`config.mk`:
```
export PLATFORM = sky130hd
export DESIGN_NAME = data_memory_arbiter
export DESIGN_NICKNAME = d
export VERILOG_FILES = /design/src/rtl/data_memory_arbiter.sv
export SDC_FILE = /design/constraint.sdc
export NUM_CORES = 1
export LEC_CHECK = 0
export CORE_MARGIN = 8
export CORE_UTILIZATION = 40
export CTS_CLUSTER_SIZE = 30
export DETAILED_ROUTE_END_ITERATION = 10
export PLACE_DENSITY = 0.81
export REMOVE_ABC_BUFFERS = 1
export SYNTH_ARGS = -nofsm -noshare
export SYNTH_HDL_FRONTEND = slang
export SYNTH_SLANG_ARGS = --single-unit
```
`constraint.sdc`:
```
create_clock -name clk -period 4.4 [get_ports clk]
set_clock_uncertainty 0.2 [all_clocks]
set_input_delay 0.66 -clock clk [delete_from_list [all_inputs] [get_ports clk]]
set_output_delay 0.66 -clock clk [all_outputs]
set_load 0.02 [all_outputs]
```
`src/rtl/data_memory_arbiter.sv`:
```
// Round-robin arbiter and fixed-latency access sequencer for a shared data memory port.
// Every transaction runs IDLE -> ACCESS -> RESP, so one access completes every 3 cycles.
module data_memory_arbiter #(
  parameter int unsigned AddrWidth = 24,
  parameter int unsigned DataWidth = 24,
  parameter int unsigned MemBytes  = 128
) (
  input  logic                 clk,
  input  logic                 rst,
  input  logic                 req0_i,
  input  logic                 req1_i,
  input  logic                 write0_i,
  input  logic                 write1_i,
  input  logic [AddrWidth-1:0] address0_i,
  input  logic [AddrWidth-1:0] address1_i,
  input  logic [DataWidth-1:0] write_data0_i,
  input  logic [DataWidth-1:0] write_data1_i,
  output logic                 gnt0_o,
  output logic                 gnt1_o,
  output logic                 done0_o,
  output logic                 done1_o,
  output logic                 error0_o,
  output logic                 error1_o,
  output logic [DataWidth-1:0] read_data0_o,
  output logic [DataWidth-1:0] read_data1_o,
  output logic [AddrWidth-1:0] mem_address_o,
  output logic [DataWidth-1:0] mem_write_data_o,
  output logic                 mem_write_o,
  output logic                 mem_read_o,
  input  logic [DataWidth-1:0] mem_read_data_i
);

  typedef enum logic [1:0] {StIdle, StAccess, StResp} state_e;

  // Highest address whose 3-byte word still fits in the memory.
  localparam logic [AddrWidth-1:0] LastLegal = AddrWidth'(MemBytes - 3);

  state_e               state_q, state_d;
  logic                 owner_q, owner_d;
  logic                 last_gnt_q, last_gnt_d;
  logic                 write_q, write_d;
  logic                 range_err_q, range_err_d;
  logic [AddrWidth-1:0] addr_q, addr_d;
  logic [DataWidth-1:0] wdata_q, wdata_d;
  logic [DataWidth-1:0] rdata0_q, rdata0_d;
  logic [DataWidth-1:0] rdata1_q, rdata1_d;
  logic                 pick;
  logic [AddrWidth-1:0] sel_addr;
  logic [DataWidth-1:0] load_val;

  // State and operand registers; reset aborts any transaction in flight.
  always_ff @(posedge clk or posedge rst) begin
    if (rst) begin
      state_q     <= StIdle;
      owner_q     <= 1'b0;
      last_gnt_q  <= 1'b1;
      write_q     <= 1'b0;
      range_err_q <= 1'b0;
      addr_q      <= '0;
      wdata_q     <= '0;
      rdata0_q    <= '0;
      rdata1_q    <= '0;
    end else begin
      state_q     <= state_d;
      owner_q     <= owner_d;
      last_gnt_q  <= last_gnt_d;
      write_q     <= write_d;
      range_err_q <= range_err_d;
      addr_q      <= addr_d;
      wdata_q     <= wdata_d;
      rdata0_q    <= rdata0_d;
      rdata1_q    <= rdata1_d;
    end
  end

  // Next-state: arbitrate and latch in IDLE, capture load data at the end of ACCESS.
  always_comb begin
    state_d     = state_q;
    owner_d     = owner_q;
    last_gnt_d  = last_gnt_q;
    write_d     = write_q;
    range_err_d = range_err_q;
    addr_d      = addr_q;
    wdata_d     = wdata_q;
    rdata0_d    = rdata0_q;
    rdata1_d    = rdata1_q;
    pick        = 1'b0;
    sel_addr    = address0_i;
    load_val    = '0;
    unique case (state_q)
      StIdle: begin
        if (req0_i || req1_i) begin
          // On a tie the requester not granted last wins.
          pick        = (req0_i && req1_i) ? ~last_gnt_q : req1_i;
          sel_addr    = pick ? address1_i : address0_i;
          owner_d     = pick;
          last_gnt_d  = pick;
          write_d     = pick ? write1_i : write0_i;
          addr_d      = sel_addr;
          wdata_d     = pick ? write_data1_i : write_data0_i;
          range_err_d = (sel_addr > LastLegal);
          state_d     = StAccess;
        end
      end
      StAccess: begin
        // Stores and rejected accesses leave the owner's read data at zero.
        load_val = (write_q || range_err_q) ? '0 : mem_read_data_i;
        if (owner_q) rdata1_d = load_val;
        else         rdata0_d = load_val;
        state_d = StResp;
      end
      StResp:  state_d = StIdle;
      default: state_d = StIdle;
    endcase
  end

  // Output decode from state; memory strobes fall as soon as reset clears the state.
  always_comb begin
    gnt0_o           = (state_q != StIdle) && !owner_q;
    gnt1_o           = (state_q != StIdle) && owner_q;
    done0_o          = (state_q == StResp) && !owner_q;
    done1_o          = (state_q == StResp) && owner_q;
    error0_o         = done0_o && range_err_q;
    error1_o         = done1_o && range_err_q;
    mem_write_o      = (state_q == StAccess) && write_q && !range_err_q;
    mem_read_o       = (state_q == StAccess) && !write_q && !range_err_q;
    mem_address_o    = addr_q;
    mem_write_data_o = wdata_q;
    read_data0_o     = rdata0_q;
    read_data1_o     = rdata1_q;
  end

endmodule

```
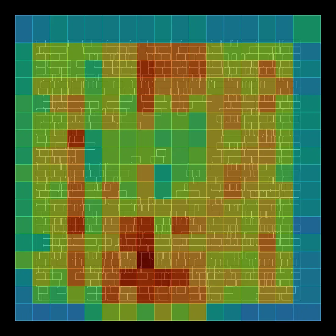
Run 1: routing congestion
met3 Resource Use GR: 8.143%
M1 GR Usage: 21.59%
met2 usage: 30.57%
Final Util: 63.82%
DR WL/cell: 17.25 um

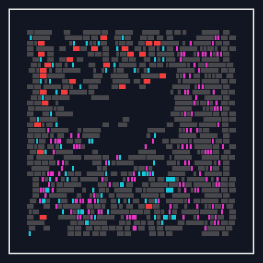
Run 1: logic cells by family
Drawn at 2 px/um.
- multiplexers: red (cells 26)
- NAND gates: magenta (cells 129; where all over the die)
- NOR gates: cyan (cells 67)

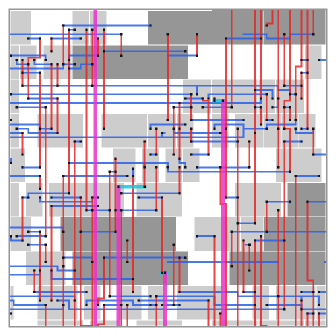
Run 1: zoomed window
Window x 48 to 73, y 24 to 49 um. Cells in grey, sequential cells in the stronger grey; small squares are vias.
- met2: red
- met4: magenta
- met3: cyan
- met1: blue
- cells with their middle in the window: 50
- sequential cells in the window: 7
- most frequent: nor2_1 (11), nand2_1 (9), clkdlybuf4s50_1 (9)
- netlist names of flops here include: mem_address_o (4)

==> flow_summary.toml, run 1 <==
# yosys + openroad results
[clock_network]
clockRootBuffer = "clkbuf_8"
clk_pin_slew_worst_paths_ps = 100

[worst_setup_path]
cp_max_fo = 25
cp-end-kind = "output pin"

[route]
routed_wl_um = 14300
wl_met2_um = 6681
drtAntennaViolNets = 0
dr.pass1.iters = 4
remaining_drc_errors = 0
viasPerCell = 5.090

[grt]
antenna_found_initial = 0
top_usage_layer = "met2"
grt_remaining_overflow = 0

[sta]
finalWorstSetupSlack_ps = 1569
fin_tns_setup_ps = 0

[outcome]
outcome = "complete, no violations"

[floorplan]
rows = 38

[synthesis]
ys.warnings.count = 0
common_cells = "nand2_1 (123), dfrtp_1 (101), nor2_1 (57)"
ys_types = 30
yosys_area_sq_um = 4437

[placed_design]
place_inst = 813
place_area_sq_um = 6751
[run 1: worst max-delay path, cell delays in order (launching register included)]
cell,delay (ps)
dfrtp_1,440
nor2_1,110
buf_4,290
and2_1,180
clkdlybuf4s50_1,600
[run 1: worst paths after layout]
path                                  endpoint  cells after the start  slack [ps]
max                                 mem_read_o                      4        1570
min                           read_data1_o[12]                      2         290
max reg2reg                  mem_address_o[17]                      5        2230
min reg2reg                   read_data1_o[12]                      2         290
max in group asynchronous     mem_address_o[5]                      3        2400
min in group asynchronous  mem_write_data_o[4]                      2         650
[run 1: power by group through the flow]
| stage | combinational [mW] | clock (mW) | sequential [mW] |
|---|---|---|---|
| floorplan | 0.607 | 0 | 1.65 |
| global placement | 1.71 | 0 | 1.37 |
| detailed placement | 1.75 | 0 | 1.38 |
| CTS | 1.76 | 0.541 | 1.37 |
| global route | 1.87 | 0.581 | 1.39 |
| finish | 1.73 | 0.522 | 1.36 |
[run 1: cell type report]
cell class	instances	area, sq um
Clock buffer	11	131.4
Inverter	2	10.01
Sequential cell	102	2554
Tap cell	140	175.2
Fill cell	892	3923
Multi-Input combinational cell	334	1675
Clock inverter	5	35.03
Timing Repair Buffer	235	2337
[run 1: cells by family after synthesis]
| group | Yosys count | synth area share (%) |
|---|---|---|
| muxes | 26 | 5.866 |
| DFF | 102 | 57.56 |
| buffers and inverters | 33 | 4.879 |
| AOI/OAI and AO/OA | 108 | 13.25 |
| and+or+nand+nor | 200 | 18.44 |
[run 1: state kept, by name, indices dropped and copies added (netlist names)]
name,count
mem_address_o,24
range_err_q,1
last_gnt_q,1
owner_q,1
state_q,2
read_data0_o,24
read_data1_o,24
write_q,1
mem_write_data_o,24
Run 1, pin map:
Drawn at 4 px/um. Pins as bars across the die edge, other pins in grey.
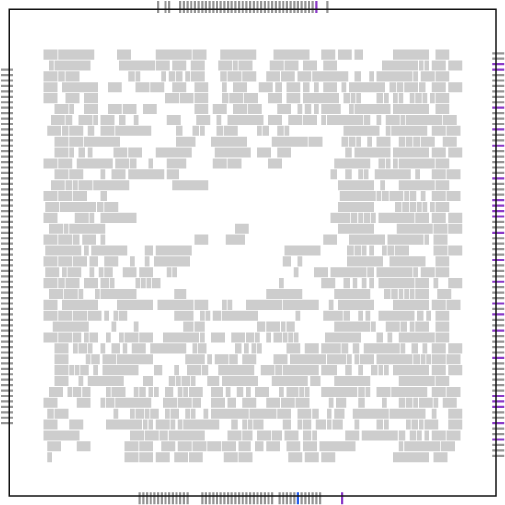

==> run 1 -> run 2 <==
clock period = 2.9 ns   (was 4.4 ns; I/O delays follow)
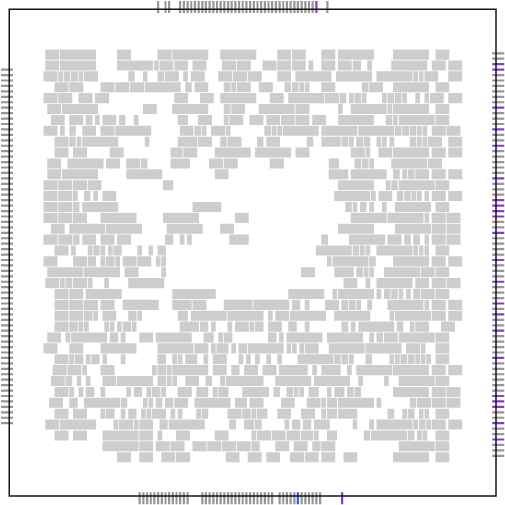
Run 2: pin map
Drawn at 4 px/um. Pins as bars across the die edge, other pins in grey.
- done1_o: blue (pins 1; direction output; edge south)
- mem_read_data_i: purple (pins 24; direction input; edge 22 east, 1 south, 1 north)
- all pins by edge: 75 east, 66 west, 47 south, 42 north

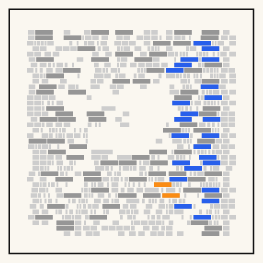
Run 2: where the registers sit
Drawn at 2 px/um. Other sequential cells in the stronger grey, the rest of the logic in the fainter grey.
- read_data1_o: blue (flops 24)
- state_q: orange (flops 2)
- not coloured: 76

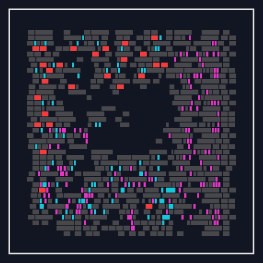
Run 2: logic cells by family
Drawn at 2 px/um.
- NAND gates: magenta (cells 129)
- multiplexers: red (cells 26)
- NOR gates: cyan (cells 67)

==> flow_summary.toml, run 2 <==
# yosys + openroad results
[outcome]
outcome = "complete, no violations"

[final_layout]
final-seq-area_sq_um = 2554
logic_area_sq_um = 1675
utilization_pct = 64.70

[grt]
antenna_found_initial = 0
grt_remaining_overflow = 0

[synthesis]
adder_share_pct = 0
top_logic_kind = "simple AND/OR/NAND/NOR gates"
ys_types = 30
common_cells = "nand2_1 (123), dfrtp_1 (101), nor2_1 (57)"
mux_share_pct = 5.866
ys_sh_aoi_pct = 13.25

[worst_setup_path]
cp_max_fo = 4
rr_endpoint = "mem_write_data_o[15]"
cp-end-kind = "output pin"
reg2reg_slack_ps = 980
worstPathCellList = "inv_1 > nor3b_1 > and2_1 > clkdlybuf4s50_1"
reg2reg_depth = 5
slowest_delay_ps = 600

[clock_network]
clockRootBuffer = "clkbuf_8"

[route]
wl_per_cell_um = 17.21
routed_wl_um = 14340
wl_met2_um = 6742

[sta]
fin_tns_setup_ps = 0

[placed_design]
place_inst = 817
[run 2: area by class of cell]
type	count	share of cell area (%)
Clock inverter	6	0.9633
Tap cell	140	2.497
Clock buffer	10	1.819
Sequential cell	102	36.41
Inverter	2	0.1427
Multi-Input combinational cell	334	23.89
Timing Repair Buffer	239	34.28
[run 2: worst max-delay path: cells and delay by family, from the launching register on]
family        cells  cell delay [ps]
buf+inv           2              700
flops             1              400
simple gates      2              450
[run 2: logic make-up (layout without fill, tap and decap cells)]
logic type,count (synthesis),after routing
simple gates,200,200
compound gates,108,108
flops,102,102
buf+inv,33,257
mux,26,26
[run 2: how the worst max path moves through the flow]
| stage | from | endpoint | slack [ps] | cells past startpoint |
|---|---|---|---|---|
| global route | state_q[1] | error0_o | 260 | 3 |
| CTS | owner_q | error1_o | 330 | 4 |
| detailed placement | req1_i | mem_write_data_o[17] | 570 | 5 |
| finish | owner_q | error1_o | 360 | 4 |
| floorplan | rst | mem_address_o[0] | -410 | 1 |
| global placement | req1_i | mem_write_data_o[3] | 630 | 5 |
[run 2: report_power, final]
group	internal [mW]	total, mW	switching [mW]
clock	0.405	0.900	0.495
sequential	1.82	2.07	0.244
combinational	1.19	2.67	1.48
total	3.41	5.63	2.22
[run 2: routing by layer]
metal,GRT usage [%],vias up
met1,22.10,1963
met5,0,-
li1,-,2021
met4,7.402,0
met2,31.33,190
met3,7.445,19
Power figures rest on the tool's default switching activity, not on a simulated workload.
